File: config.mk
export PLATFORM = sky130hd
export DESIGN_NAME = control_unit
export DESIGN_NICKNAME = d
export VERILOG_FILES = /design/src/rtl/control_unit.sv
export SDC_FILE = /design/constraint.sdc
export NUM_CORES = 1
export LEC_CHECK = 0
export CORE_UTILIZATION = 30
export DETAILED_ROUTE_END_ITERATION = 10
export PLACE_DENSITY = 0.79
export SETUP_SLACK_MARGIN = 0.5
export SLEW_MARGIN = 10
export SYNTH_ARGS = -nofsm -noshare
export SYNTH_HDL_FRONTEND = slang
export SYNTH_SLANG_ARGS = --single-unit
export TNS_END_PERCENT = 30
File: constraint.sdc
create_clock -name clk -period 1.2 [get_ports clk]
set_clock_uncertainty 0.1 [all_clocks]
set_input_delay 0.12 -clock clk [delete_from_list [all_inputs] [get_ports clk]]
set_output_delay 0.12 -clock clk [all_outputs]
set_load 0.1 [all_outputs]
File: src/rtl/control_unit.sv
// Multicycle RV32I main controller: Moore FSM sequencing fetch/decode/execute/writeback,
// plus the ALU decoder for R-type and I-type ALU instructions.
module control_unit (
    input  logic       clk,
    input  logic       reset,
    input  logic [6:0] opcode,
    input  logic [2:0] funct3,
    input  logic [6:0] funct7,
    output logic       mem_write,
    output logic       reg_write,
    output logic       ir_write,
    output logic       pc_write,
    output logic       instruction_or_data,
    output logic [1:0] result_src,
    output logic [1:0] alu_src_a,
    output logic [1:0] alu_src_b,
    output logic [2:0] alu_control,
    output logic [3:0] current_state
);

    typedef enum logic [3:0] {
        FETCH    = 4'd0,
        DECODE   = 4'd1,
        MEMADR   = 4'd2,
        MEMREAD  = 4'd3,
        MEMWB    = 4'd4,
        MEMWRITE = 4'd5,
        EXECUTER = 4'd6,
        ALUWB    = 4'd7,
        EXECUTEI = 4'd8,
        JAL      = 4'd9
    } state_t;

    localparam logic [6:0] OP_LW   = 7'b0000011;
    localparam logic [6:0] OP_SW   = 7'b0100011;
    localparam logic [6:0] OP_R    = 7'b0110011;
    localparam logic [6:0] OP_IALU = 7'b0010011;
    localparam logic [6:0] OP_JAL  = 7'b1101111;

    localparam logic [2:0] ALU_ADD = 3'b000;
    localparam logic [2:0] ALU_SUB = 3'b001;
    localparam logic [2:0] ALU_AND = 3'b010;
    localparam logic [2:0] ALU_OR  = 3'b011;
    localparam logic [2:0] ALU_SLT = 3'b101;

    state_t     state;
    logic [2:0] funct_op;

    // Only funct7[5] distinguishes sub from add; the other bits are don't-care here.
    logic unused_funct7;
    assign unused_funct7 = ^{funct7[6], funct7[4:0]};

    assign current_state = state;

    always_ff @(posedge clk) begin
        if (reset) begin
            state <= FETCH;
        end else begin
            case (state)
                FETCH:  state <= DECODE;
                DECODE: begin
                    case (opcode)
                        OP_LW, OP_SW: state <= MEMADR;
                        OP_R:         state <= EXECUTER;
                        OP_IALU:      state <= EXECUTEI;
                        OP_JAL:       state <= JAL;
                        default:      state <= FETCH;
                    endcase
                end
                MEMADR:   state <= (opcode == OP_LW) ? MEMREAD : MEMWRITE;
                MEMREAD:  state <= MEMWB;
                MEMWB:    state <= FETCH;
                MEMWRITE: state <= FETCH;
                EXECUTER: state <= ALUWB;
                ALUWB:    state <= FETCH;
                EXECUTEI: state <= ALUWB;
                JAL:      state <= ALUWB;
                default:  state <= FETCH;
            endcase
        end
    end

    always_comb begin
        funct_op = ALU_ADD;
        case (funct3)
            3'b000:  funct_op = (opcode[5] && funct7[5]) ? ALU_SUB : ALU_ADD;
            3'b010:  funct_op = ALU_SLT;
            3'b110:  funct_op = ALU_OR;
            3'b111:  funct_op = ALU_AND;
            default: funct_op = ALU_ADD;
        endcase
    end

    always_comb begin
        mem_write           = 1'b0;
        reg_write           = 1'b0;
        ir_write            = 1'b0;
        pc_write            = 1'b0;
        instruction_or_data = 1'b0;
        result_src          = 2'b00;
        alu_src_a           = 2'b00;
        alu_src_b           = 2'b00;
        alu_control         = ALU_ADD;
        case (state)
            FETCH: begin
                ir_write   = 1'b1;
                pc_write   = 1'b1;
                alu_src_b  = 2'b10;
                result_src = 2'b10;
            end
            DECODE: begin
                alu_src_a = 2'b01;
                alu_src_b = 2'b01;
            end
            MEMADR: begin
                alu_src_a = 2'b10;
                alu_src_b = 2'b01;
            end
            MEMREAD: begin
                instruction_or_data = 1'b1;
            end
            MEMWB: begin
                result_src = 2'b01;
                reg_write  = 1'b1;
            end
            MEMWRITE: begin
                instruction_or_data = 1'b1;
                mem_write           = 1'b1;
            end
            EXECUTER: begin
                alu_src_a   = 2'b10;
                alu_control = funct_op;
            end
            ALUWB: begin
                reg_write = 1'b1;
            end
            EXECUTEI: begin
                alu_src_a   = 2'b10;
                alu_src_b   = 2'b01;
                alu_control = funct_op;
            end
            JAL: begin
                alu_src_a = 2'b01;
                alu_src_b = 2'b10;
                pc_write  = 1'b1;
            end
            default: ;
        endcase
        // Write enables must never pulse while reset is held, even mid-instruction.
        if (reset) begin
            mem_write = 1'b0;
            reg_write = 1'b0;
            ir_write  = 1'b0;
            pc_write  = 1'b0;
        end
    end

endmodule

Routed metal, one color a layer:
Two of the layers only.
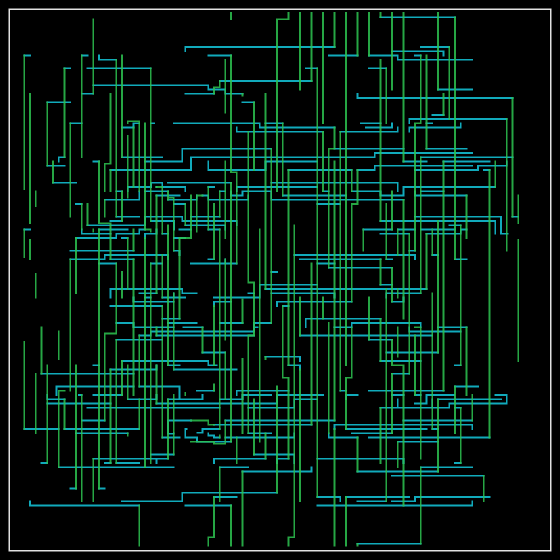
M1: drawn in cyan, wire length 946 um. M2: drawn in green, wire length 1290 um.

Placement by cell class:
Fill, decap, tap and diode cells in gray.
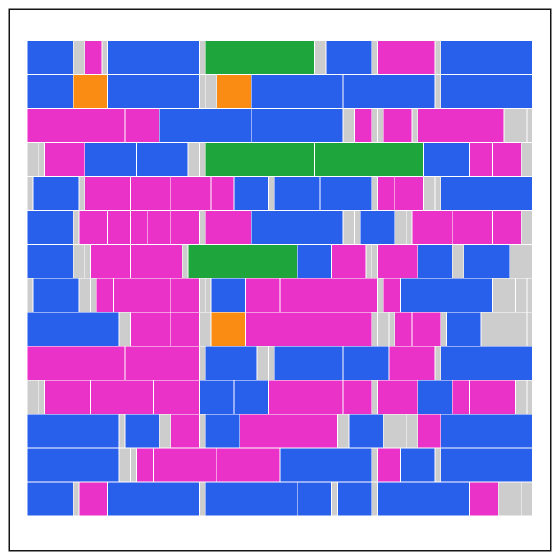
remaining buffers and delay cells: drawn in blue, cells 53. remaining logic cells: drawn in magenta, cells 60. registers: drawn in green, cells 4. clock-net drivers: drawn in orange, cells 3.

Gate-type map:
Bar = 10 um.
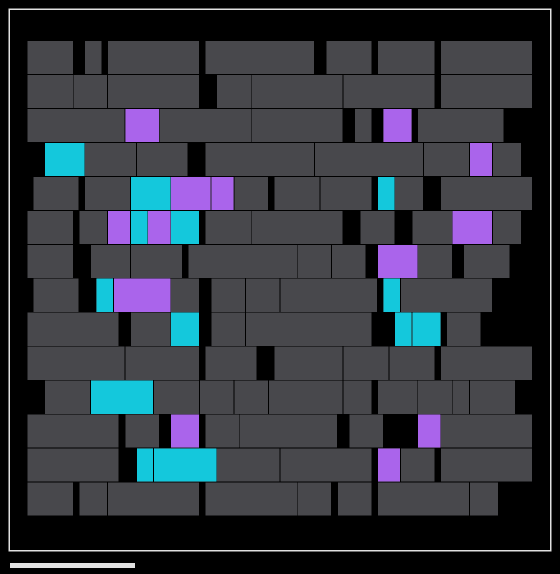
aoi and oai cells: drawn in purple, cells 13. nand cells: drawn in cyan, cells 13.

I/O pins on the die edge:
Pins as bars across the die edge, other pins in gray.
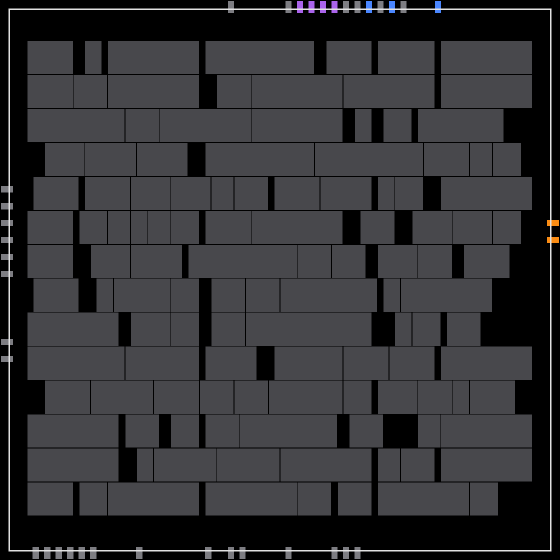
`alu_control`: drawn in blue, pins 3, direction output, edge top. `alu_src_a`: drawn in orange, pins 2, direction output, edge right. `current_state`: drawn in purple, pins 4, direction output, edge top.
All pins by edge: 14 bottom, 13 top, 8 left, 2 right.

==> Changelog: implementation <==
### Metrics

* Met3 usage at 0.05532
* Final Instance Count excl. Fillers at 136
* Top delay family on crit path: simple AND/OR/NAND/NOR gates
* Deepest level of the CTS H-tree at 1
* Path depth of the worst reg2reg path at 5
* Worst Hold Path EP: current_state[0]
* Share of total power in sequential cells at 0.194
* Maximum resistive drop on vdd at 0.6734 mV
* Power share of the clock group at 0.233
* Dominant cell area share at 0.1569
* Sequential share of cell area at 0.06798
* Worst setup path endpoint: alu_control[2]
* Result of the run: finished with violations
* Antenna diode instance count at 0
* Violations in the final reports: setup timing
* Global routing usage on met2 at 0.4776
* Worst reg2reg path endpoint: current_state[1]
* Slack of the critical path at -0.5145 ns
* Fraction of cell area in non-clock buffers at 0.5098
* CP arrival at 1.49 ns
* Endpoints failing setup at 21
* RSZ-0062 raised after global routing: true
* Accumulated negative setup slack at -6.692 ns
* Post-cts repair resize count at 12
Power figures rest on the tool's default switching activity, not on a simulated workload.
